==> run_1/met1.png <==
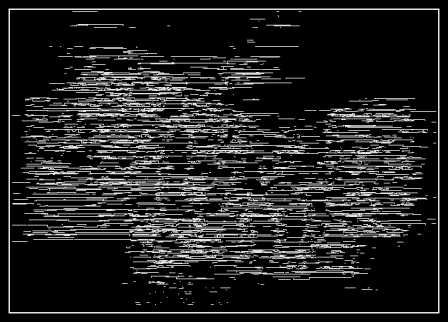
==> run_1/met2.png <==
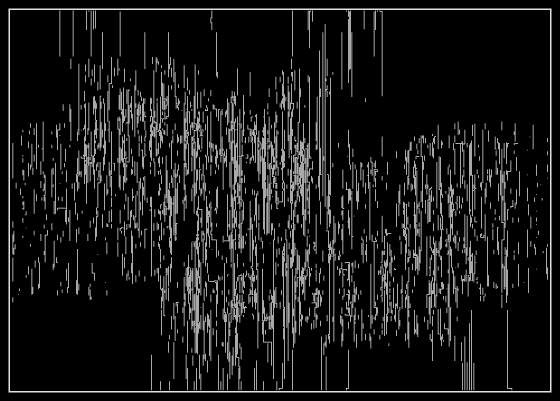
==> run_1/met3.png <==
Scale bar: 50 um.
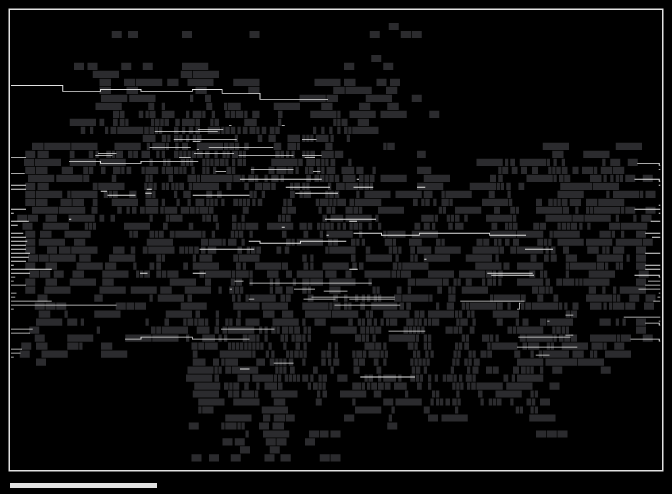
[src/rtl/fp_div_iter.sv]
`default_nettype none
// ============================================================================
// Module      : fp_div_iter
// Description : Iterative IEEE-754 single-precision divider (c = a / b).
//               Restoring mantissa division, one quotient bit per clock,
//               truncated result, denormal inputs flushed to zero.
// Revision    : 1.0 - initial release
// ============================================================================
module fp_div_iter #(
    parameter int EXP_W = 8,
    parameter int MAN_W = 23,
    parameter int BIAS  = 127
) (
    input  logic                   clk,
    input  logic                   rst,
    input  logic                   start,
    input  logic [EXP_W+MAN_W+1:1] a,
    input  logic [EXP_W+MAN_W+1:1] b,
    output logic                   busy,
    output logic                   done,
    output logic [EXP_W+MAN_W+1:1] c,
    output logic                   nv,
    output logic                   dz,
    output logic                   ovf,
    output logic                   unf
);
    localparam int W     = EXP_W + MAN_W + 1;
    localparam int QBITS = MAN_W + 2;
    localparam int REM_W = MAN_W + 3;
    localparam int CNT_W = $clog2(QBITS);
    localparam int EW2   = EXP_W + 2;

    localparam logic [2:0] S_IDLE   = 3'd0;
    localparam logic [2:0] S_CHECK  = 3'd1;
    localparam logic [2:0] S_DIVIDE = 3'd2;
    localparam logic [2:0] S_NORM   = 3'd3;
    localparam logic [2:0] S_DONE   = 3'd4;

    localparam logic [EXP_W-1:0]      C_EXP_ONES = '1;
    localparam logic signed [EW2-1:0] C_BIAS     = EW2'(BIAS);
    localparam logic signed [EW2-1:0] C_EMAX     = EW2'((1 << EXP_W) - 1);
    localparam logic signed [EW2-1:0] C_ONE      = EW2'(1);
    localparam logic signed [EW2-1:0] C_ZERO     = '0;
    localparam logic [W-1:0]          C_QNAN     = {1'b0, {EXP_W{1'b1}}, 1'b1, {(MAN_W-1){1'b0}}};

    logic [2:0]       r_state,  w_state_d;
    logic [W-1:0]     r_a,      w_a_d;
    logic [W-1:0]     r_b,      w_b_d;
    logic [REM_W-1:0] r_rem,    w_rem_d;
    logic [QBITS-1:0] r_q,      w_q_d;
    logic [CNT_W-1:0] r_cnt,    w_cnt_d;
    logic             r_spec,   w_spec_d;
    logic [W-1:0]     r_spec_c, w_spec_c_d;
    logic             r_spec_nv, w_spec_nv_d;
    logic             r_spec_dz, w_spec_dz_d;
    logic [W-1:0]     r_c,      w_c_d;
    logic             r_nv,     w_nv_d;
    logic             r_dz,     w_dz_d;
    logic             r_ovf,    w_ovf_d;
    logic             r_unf,    w_unf_d;

    // Operand unpack from the captured words
    logic             w_sa, w_sb, w_sign;
    logic [EXP_W-1:0] w_ea, w_eb;
    logic [MAN_W-1:0] w_fa, w_fb;
    logic             w_a_zero, w_b_zero, w_a_inf, w_b_inf, w_a_nan, w_b_nan;
    logic [MAN_W:0]   w_ma, w_mb;
    logic [W-1:0]     w_inf_res, w_zero_res;

    assign w_sa     = r_a[W-1];
    assign w_sb     = r_b[W-1];
    assign w_ea     = r_a[W-2:MAN_W];
    assign w_eb     = r_b[W-2:MAN_W];
    assign w_fa     = r_a[MAN_W-1:0];
    assign w_fb     = r_b[MAN_W-1:0];
    assign w_sign   = w_sa ^ w_sb;
    assign w_a_zero = (w_ea == '0);
    assign w_b_zero = (w_eb == '0);
    assign w_a_inf  = (w_ea == C_EXP_ONES) && (w_fa == '0);
    assign w_b_inf  = (w_eb == C_EXP_ONES) && (w_fb == '0);
    assign w_a_nan  = (w_ea == C_EXP_ONES) && (w_fa != '0);
    assign w_b_nan  = (w_eb == C_EXP_ONES) && (w_fb != '0);
    assign w_ma     = w_a_zero ? '0 : {1'b1, w_fa};
    assign w_mb     = w_b_zero ? '0 : {1'b1, w_fb};
    assign w_inf_res  = {w_sign, C_EXP_ONES, {MAN_W{1'b0}}};
    assign w_zero_res = {w_sign, {(W-1){1'b0}}};

    // One restoring-division step
    logic             w_ge;
    logic [REM_W-1:0] w_rem_sel;
    assign w_ge      = (r_rem >= {{(REM_W-MAN_W-1){1'b0}}, w_mb});
    assign w_rem_sel = w_ge ? (r_rem - {{(REM_W-MAN_W-1){1'b0}}, w_mb}) : r_rem;

    // Normalisation and range check of the finished quotient
    logic signed [EW2-1:0] w_e, w_exp_n;
    logic [MAN_W-1:0]      w_man;
    logic [W-1:0]          w_norm_c;
    logic                  w_norm_ovf, w_norm_unf;

    always_comb begin
        w_e        = $signed({2'b00, w_ea}) - $signed({2'b00, w_eb}) + C_BIAS;
        w_exp_n    = w_e;
        w_man      = r_q[QBITS-2:QBITS-1-MAN_W];
        w_norm_ovf = 1'b0;
        w_norm_unf = 1'b0;
        if (!r_q[QBITS-1]) begin
            w_man   = r_q[QBITS-3:QBITS-2-MAN_W];
            w_exp_n = w_e - C_ONE;
        end
        w_norm_c = {w_sign, w_exp_n[EXP_W-1:0], w_man};
        if (w_exp_n >= C_EMAX) begin
            w_norm_c   = w_inf_res;
            w_norm_ovf = 1'b1;
        end else if (w_exp_n <= C_ZERO) begin
            w_norm_c   = w_zero_res;
            w_norm_unf = 1'b1;
        end
    end

    always_comb begin
        w_state_d   = r_state;
        w_a_d       = r_a;
        w_b_d       = r_b;
        w_rem_d     = r_rem;
        w_q_d       = r_q;
        w_cnt_d     = r_cnt;
        w_spec_d    = r_spec;
        w_spec_c_d  = r_spec_c;
        w_spec_nv_d = r_spec_nv;
        w_spec_dz_d = r_spec_dz;
        w_c_d       = r_c;
        w_nv_d      = r_nv;
        w_dz_d      = r_dz;
        w_ovf_d     = r_ovf;
        w_unf_d     = r_unf;
        case (r_state)
            S_IDLE: begin
                if (start) begin
                    w_a_d     = a;
                    w_b_d     = b;
                    w_state_d = S_CHECK;
                end
            end
            S_CHECK: begin
                w_spec_d    = 1'b1;
                w_spec_nv_d = 1'b0;
                w_spec_dz_d = 1'b0;
                w_spec_c_d  = '0;
                w_state_d   = S_NORM;
                if (w_a_nan || w_b_nan || (w_a_inf && w_b_inf) || (w_a_zero && w_b_zero)) begin
                    w_spec_c_d  = C_QNAN;
                    w_spec_nv_d = 1'b1;
                end else if (w_a_inf) begin
                    w_spec_c_d = w_inf_res;
                end else if (w_b_zero) begin
                    w_spec_c_d  = w_inf_res;
                    w_spec_dz_d = 1'b1;
                end else if (w_a_zero || w_b_inf) begin
                    w_spec_c_d = w_zero_res;
                end else begin
                    w_spec_d  = 1'b0;
                    w_rem_d   = {{(REM_W-MAN_W-1){1'b0}}, w_ma};
                    w_q_d     = '0;
                    w_cnt_d   = CNT_W'(QBITS - 1);
                    w_state_d = S_DIVIDE;
                end
            end
            S_DIVIDE: begin
                w_q_d   = {r_q[QBITS-2:0], w_ge};
                w_rem_d = {w_rem_sel[REM_W-2:0], 1'b0};
                w_cnt_d = r_cnt - 1'b1;
                if (r_cnt == '0) begin
                    w_state_d = S_NORM;
                end
            end
            S_NORM: begin
                // Specials also pass through here so c and flags change only with done
                if (r_spec) begin
                    w_c_d   = r_spec_c;
                    w_nv_d  = r_spec_nv;
                    w_dz_d  = r_spec_dz;
                    w_ovf_d = 1'b0;
                    w_unf_d = 1'b0;
                end else begin
                    w_c_d   = w_norm_c;
                    w_nv_d  = 1'b0;
                    w_dz_d  = 1'b0;
                    w_ovf_d = w_norm_ovf;
                    w_unf_d = w_norm_unf;
                end
                w_state_d = S_DONE;
            end
            S_DONE: begin
                w_state_d = S_IDLE;
            end
            default: begin
                w_state_d = S_IDLE;
            end
        endcase
    end

    always_ff @(posedge clk or posedge rst) begin
        if (rst) begin
            r_state   <= S_IDLE;
            r_a       <= '0;
            r_b       <= '0;
            r_rem     <= '0;
            r_q       <= '0;
            r_cnt     <= '0;
            r_spec    <= 1'b0;
            r_spec_c  <= '0;
            r_spec_nv <= 1'b0;
            r_spec_dz <= 1'b0;
            r_c       <= '0;
            r_nv      <= 1'b0;
            r_dz      <= 1'b0;
            r_ovf     <= 1'b0;
            r_unf     <= 1'b0;
        end else begin
            r_state   <= w_state_d;
            r_a       <= w_a_d;
            r_b       <= w_b_d;
            r_rem     <= w_rem_d;
            r_q       <= w_q_d;
            r_cnt     <= w_cnt_d;
            r_spec    <= w_spec_d;
            r_spec_c  <= w_spec_c_d;
            r_spec_nv <= w_spec_nv_d;
            r_spec_dz <= w_spec_dz_d;
            r_c       <= w_c_d;
            r_nv      <= w_nv_d;
            r_dz      <= w_dz_d;
            r_ovf     <= w_ovf_d;
            r_unf     <= w_unf_d;
        end
    end

    assign busy = (r_state != S_IDLE);
    assign done = (r_state == S_DONE);
    assign c    = r_c;
    assign nv   = r_nv;
    assign dz   = r_dz;
    assign ovf  = r_ovf;
    assign unf  = r_unf;

endmodule
`default_nettype wire

[config.mk]
export PLATFORM = sky130hd
export DESIGN_NAME = fp_div_iter
export DESIGN_NICKNAME = d
export VERILOG_FILES = /design/src/rtl/fp_div_iter.sv
export SDC_FILE = /design/constraint.sdc
export NUM_CORES = 1
export LEC_CHECK = 0
export ABC_AREA = 1
export CORE_ASPECT_RATIO = 0.7
export CORE_MARGIN = 2
export CORE_UTILIZATION = 30
export DETAILED_ROUTE_END_ITERATION = 12
export GPL_TIMING_DRIVEN = 1
export HOLD_SLACK_MARGIN = 0.1
export SLEW_MARGIN = 20
export SYNTH_ARGS = -nofsm -noshare
export SYNTH_HDL_FRONTEND = slang
export SYNTH_SLANG_ARGS = --single-unit
[constraint.sdc]
create_clock -name clk -period 6.8 [get_ports clk]
set_input_delay 1.02 -clock clk [delete_from_list [all_inputs] [get_ports clk]]
set_output_delay 1.02 -clock clk [all_outputs]
set_load 0.03 [all_outputs]
==> CHANGELOG.md, run 1 <==
### Changed

* TritonCTS Sinks at between 150 and 200
* Most frequent cells in the layout: nand2_1, dfrtp_1, inv_1
* Synth Area in XOR/XNOR at ~1.6%
* CP top delay family: simple AND/OR/NAND/NOR gates
* Total gr overflow at 0
* ANT nets after route at 0
* CTS buffer count at 17
* Vias per inst at 4.860
* Largest cell class: combinational gates
* Worst min path class: reg2reg
* Final GP Congestion at a little over 0.9
* FFs & Latches at between 150 and 200
* FILL cells at roughly 3400
* Main synth FF type: dfrtp_1
* Number of remaining DRC errors at 0
* Bufs w/o clock at ~110
* Core footprint at 0.03255 mm^2
* Floorplan Nets at about 1400
* Post-placement worst setup slack at 2415 ps
* Ratio of cells with drive above 1 in the final layout at ~11%
* FF+latch area at approximately 0.0041 mm^2
* Reg2reg start: r_b[24]$_DFFE_PP0P_
* Post-synth ARST share at 100.0%
* Avg Inst Size Synth at 7.913 um^2
* Pint at 3.490 mW
* Largest net degree at the start of global routing at 105
* RSZ-0062 raised after global routing: no
* Area grow syn2layout at 20.81%
* Max Freq at 226.3 MHz
* Inserted Diodes at 0
* Final worst slack at approximately 2400 ps
* Post-CTS resize count at 0
* Ports at approximately 110
* Crit path to: r_rem[12]$_DFFE_PP0P_
* Commonest cells in the netlist: nand2_1, dfrtp_1, inv_1, nor2_1, a21oi_1
* P_sw at 3.574 mW
* CP max stage cell: nand3_2
* Hold endpoint: nv$_DFFE_PP0P_
* Layout Nets at roughly 1400
* Number of cells in Yosys stat at ~1300
* Biggest area cells: dfrtp_1, nand2_1, mux2_2
* Hold slack at 491.4 ps
* Initial antenna violation count at 0
* Total chip power at around 7 mW
* Crit. path cell count at 17
* Flop share of the area at ~34%
* Clock Skews at around 12 ps
* Setup TNS Final at 0 ps
* Maxcap violations at 0
* Outcome: finished, final reports clean
* Layout clock area frac at ~5.3%
* Setup violations, final at 0
* Layout Cells excl Fill at about 1800
* WL met2 at 11200 um
* Worst hold start: nv$_DFFE_PP0P_
* Post-layout util at 37.04%
* Setup crit end kind: register
* Comb area share at a little over two fifths
* Clock Path Buffers at 2
* Sw Share at around 51%
* Clock Power Share at about 15%
* Number of logic gates at around 890
* AO/OA Area Share at 14.97%
* Total GRT Usage at between 15 and 20%
* Final Cycle Share at ~65%
* Initial Utilization at roughly 30%
* TAP cells at 427
* Hold_buf cts at 0
* Max IR drop VDD at 0.2477 mV
* Pwr top: combinational cells
Notes on met1.png above:
The layer holds 52% of the routed length. The wires run mostly horizontal. The layer carries 14000 um of wire. 1338 nets have wire on it. The longest straight run is 46.9 um.

Notes on met2.png above:
The layer carries 11200 um of wire. The wires run mostly vertical.

Notes on met3.png above:
The wires run mostly horizontal. The layer holds 4.5% of the routed length. The longest straight run is 41.4 um.
via count: 8665
Routed WL: 26770 um
M3 GR Usage: 3.192%

==> run 2: changes to the inputs <==
==> constraint.sdc (replaced) <==
create_clock -name clk -period 3.73 [get_ports clk]
set_input_delay 0.5595 -clock clk [delete_from_list [all_inputs] [get_ports clk]]
set_output_delay 0.5595 -clock clk [all_outputs]
set_load 0.03 [all_outputs]
==> run_2/met4.png <==
Scale bar: 50 um.
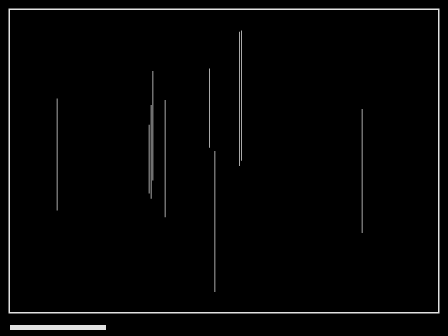
The wires run mostly vertical. The longest straight run is 72.8 um. The layer holds 2.1% of the routed length. The layer carries 573 um of wire.
Routed WL: 26740 um
via count: 8713

==> run_2/final_congestion.png <==
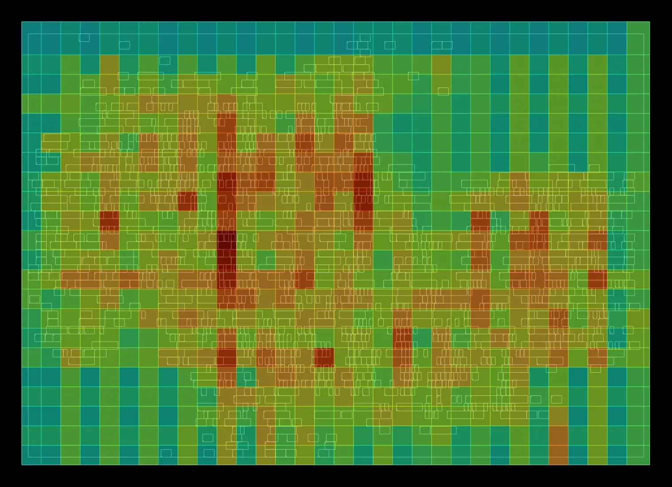
M3 GR Usage: 3.004%
met1 GRT Util: 23.41%

==> run 2 against run 1 <==
  * Non-clock buffer count up 21
  * Synthesized cell count unchanged
  * First-iteration DRC count up 19%
==> CHANGELOG.md, run 2 <==
### Changed

* ANT nets after route at 0 (unchanged)
* Setup TNS Final at 0 ps (unchanged)
* Initial Utilization at 30.66% (unchanged)
* Inserted Diodes at 0 (unchanged)
* Pint at 6.576 mW (+88%)
* Pwr top: combinational cells
* Final worst slack at 290.9 ps (-2090 ps)
* Sw Share at 49.89% (-0.70 points)
* Worst hold start: nv$_DFFE_PP0P_
* Biggest area cells: dfrtp_1, nand2_1, mux2_2
* Bufs w/o clock at 134 (+19%)
* CTS buffer count at 17 (unchanged)
* Post-placement worst setup slack at 149.5 ps (-2265 ps)
* Layout Cells excl Fill at 1803 (+1.1%)
* Commonest cells in the netlist: nand2_1, dfrtp_1, inv_1, nor2_1, a21oi_1
* Clock Skews at 9.533 ps (-2.089 ps)
* Post-CTS resize count at 0 (unchanged)
* CP top delay family: simple AND/OR/NAND/NOR gates
* Ports at 105 (unchanged)
* Maxcap violations at 0 (unchanged)
* Gate count after technology mapping at about 1300
* Synthesized area at 0.009978 mm^2
* TAP cells at 427 (unchanged)
* Comb area share at 41.50% (-0.45 points)
* Final Cycle Share at 92.20% (+27 points)
* Avg Inst Size Synth at 7.913 um^2 (unchanged)
* Final GP Congestion at 0.9045 (-0.76%)
* Ratio of cells with drive above 1 in the final layout at 12.35% (+1.6 points)
* Clock Path Buffers at 2 (unchanged)
* Post-layout util at 37.60% (+0.56 points)
* Max Freq at 290.8 MHz (+28%)
* Largest cell class: combinational gates
* P_sw at 6.548 mW (+83%)
* Worst min path class: reg2reg
* AO/OA Area Share at 14.97% (unchanged)
* Vias per inst at 4.833 (-0.56%)
* Max IR drop VDD at 0.3698 mV (+49%)
* Layout clock area frac at 4.785% (-0.54 points)
* Hold endpoint: nv$_DFFE_PP0P_
* FFs & Latches at 164 (unchanged)
* Post-synth ARST share at 100.0% (unchanged)
* Outcome: finished, final reports clean
* Floorplan Nets at 1366 (unchanged)
* WL met2 at 11020 um (-1.6%)
* Number of remaining DRC errors at 0 (unchanged)
* TritonCTS Sinks at 164 (unchanged)
* Setup violations, final at 0 (unchanged)
* Synth Area in XOR/XNOR at 1.580% (unchanged)
* Hold_buf cts at 0 (unchanged)
* Area grow syn2layout at 22.65%
* Crit. path cell count at 19 (+2)
* Largest net degree at the start of global routing at 136 (+30%)
* Total GRT Usage at 15.68% (-0.34 points)
* FILL cells at 3391 (+0.059%)
* Number of logic gates at 886 (unchanged)
* Layout Nets at 1470 (+1.5%)
* Reg2reg start: r_b[26]$_DFFE_PP0P_
* Total gr overflow at 0 (unchanged)
* Crit path to: r_rem[12]$_DFFE_PP0P_
* Total chip power at 13.12 mW (+86%)
* Number of cells in Yosys stat at 1261 (unchanged)
* Hold slack at 482.5 ps (-8.954 ps)
==> run 3: changes to the inputs <==
--- a/config.mk
+++ b/config.mk
@@ -7,7 +7,7 @@
 export LEC_CHECK = 0
 export ABC_AREA = 1
 export CORE_ASPECT_RATIO = 0.7
-export CORE_MARGIN = 2
+export CORE_MARGIN = 5
 export CORE_UTILIZATION = 30
 export DETAILED_ROUTE_END_ITERATION = 12
 export GPL_TIMING_DRIVEN = 1
==> run_3/registers.png <==
Scale bar: 50 um. Other sequential cells in the stronger grey, the rest of the logic in the fainter grey.
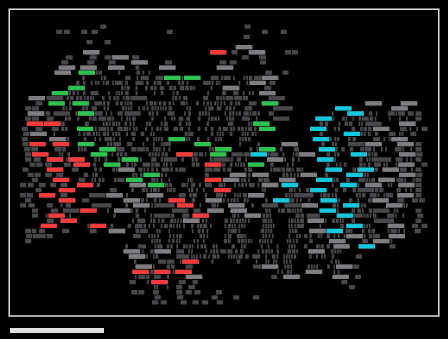
Key: r_q = cyan [sequential cells 25, where middle right]; r_a = red [sequential cells 32]; r_rem = green [sequential cells 26]
Another 81 sequential cells are not coloured.

==> run_3/final_congestion.png <==
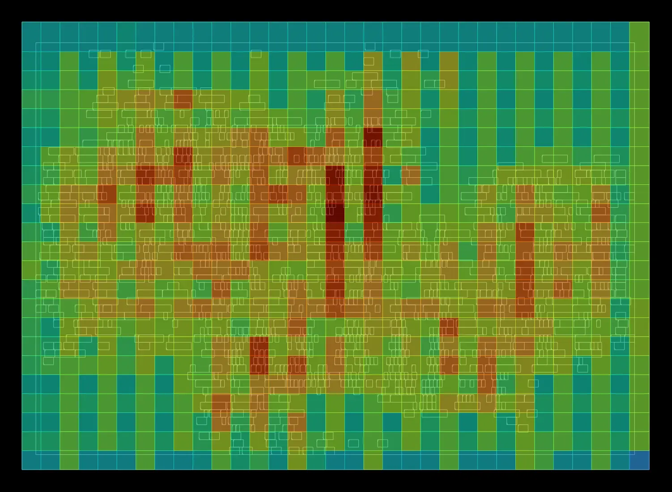
GRT Max-Usage Layer: met1
M3 GR Usage: 3.608%
post-layout util: 37.48%
met1 GRT Util: 22.05%
Total GRT Usage: 14.73%

==> run 3 against run 2 <==
  * Sequential share of layout area grew 0.10 points
  * Fmax is 3.5% higher
  * Cell area down 0.31%
  * Non-clock buffer count down 9
  * Power grew 0.50%
  * Clock power up 15%
  * Synthesized cell count did not move
  * Largest cell class unchanged
  * Critical path depth stayed put
  * Clock skew grew 2.5 ps
  * Global-route usage decreased by 0.95 points
  * Cell count down 0.44%
  * Utilization down 0.12 points
==> CHANGELOG.md, run 3 <==
### Changed

* Layout clock area frac at 5.487% (+0.70 points)
* CTS buffer count at 17 (unchanged)
* FILL cells at 3394 (+0.088%)
* Largest cell class: combinational gates
* Post-synth ARST share at 100.0% (unchanged)
* Setup violations, final at 0 (unchanged)
* Clk slew on worst S/H paths at around 70 ps
* Commonest cells in the netlist: nand2_1, dfrtp_1, inv_1, nor2_1, a21oi_1
* Sw Share at 49.75% (-0.14 points)
* Layout Nets at 1460 (-0.68%)
* Inserted Diodes at 1 (+1)
* Ratio of cells with drive above 1 in the final layout at 11.27% (-1.1 points)
* Clock Path Buffers at 2 (unchanged)
* Floorplan Nets at 1366 (unchanged)
* Reg-to-Reg End: r_rem[22]$_DFFE_PP0P_
* CP Buf/Inv Count at 4
* Max Freq at 301.0 MHz (+3.5%)
* Flop share of the area at roughly 34%
* Number of remaining DRC errors at 0 (unchanged)
* Final GP Congestion at 0.8895 (-1.7%)
* Largest net degree at the start of global routing at 165 (+21%)
* Total gr overflow at 0 (unchanged)
* Bufs w/o clock at 125 (-6.7%)
* Worst min path class: reg2reg
* TAP cells at 427 (unchanged)
* Area grow syn2layout at 22.27%
* Max IR drop VDD at 0.7545 mV (+100%)
* Synthesized area at 0.009978 mm^2 (unchanged)
* Total chip power at 13.19 mW (+0.50%)
* Layout Cells excl Fill at 1795 (-0.44%)
* Setup TNS Final at 0 ps (unchanged)
* Comb area share at 41.40% (-0.098 points)
* Die height at 162.6 um
* Pint at 6.628 mW (+0.78%)
* Clock Skews at 12.07 ps (+2.537 ps)
* Pwr dens at about 1100 mW/mm^2
* Hold_buf cts at 0 (unchanged)
* Via count at 8722 (+0.10%)
* ANT nets after route at 0 (unchanged)
* Crit. path cell count at 19 (unchanged)
* Final Cycle Share at 89.06% (-3.1 points)
* Number of logic gates at 886 (unchanged)
* Number of cells in Yosys stat at 1261 (unchanged)
* Vias per inst at 4.859 (+0.55%)
* Biggest area cells: dfrtp_1, nand2_1, mux2_2
* FFs & Latches at 164 (unchanged)
* Outcome: finished, final reports clean
* Post-placement worst setup slack at 393.4 ps (+243.9 ps)
* Post-CTS resize count at 0 (unchanged)
* TritonCTS Sinks at 164 (unchanged)
* AO/OA Area Share at 14.97% (unchanged)
* Hold endpoint: r_spec_c[30]$_DFFE_PP0P_
* CP top delay family: simple AND/OR/NAND/NOR gates
* Synth Area in XOR/XNOR at 1.580% (unchanged)
* Reg2reg start: r_b[24]$_DFFE_PP0P_
* Hold slack at 489.3 ps (+6.820 ps)
* WL met2 at 11400 um (+3.4%)
* Final worst slack at 407.9 ps (+117.0 ps)
* Avg Inst Size Synth at 7.913 um^2 (unchanged)
* Initial Utilization at 30.66% (unchanged)
* P_sw at 6.563 mW (+0.22%)
* Maxcap violations at 0 (unchanged)
* Pwr top: combinational cells
* Ports at 105 (unchanged)
* Crit path to: r_rem[22]$_DFFE_PP0P_
* Routed WL at 26960 um (+0.84%)
* DRT iter0 DRCs at between 600 and 700
* Gate count after technology mapping at 1261 (unchanged)
* CP max stage cell: fa_1
Power is estimated from default activity; no workload was simulated.
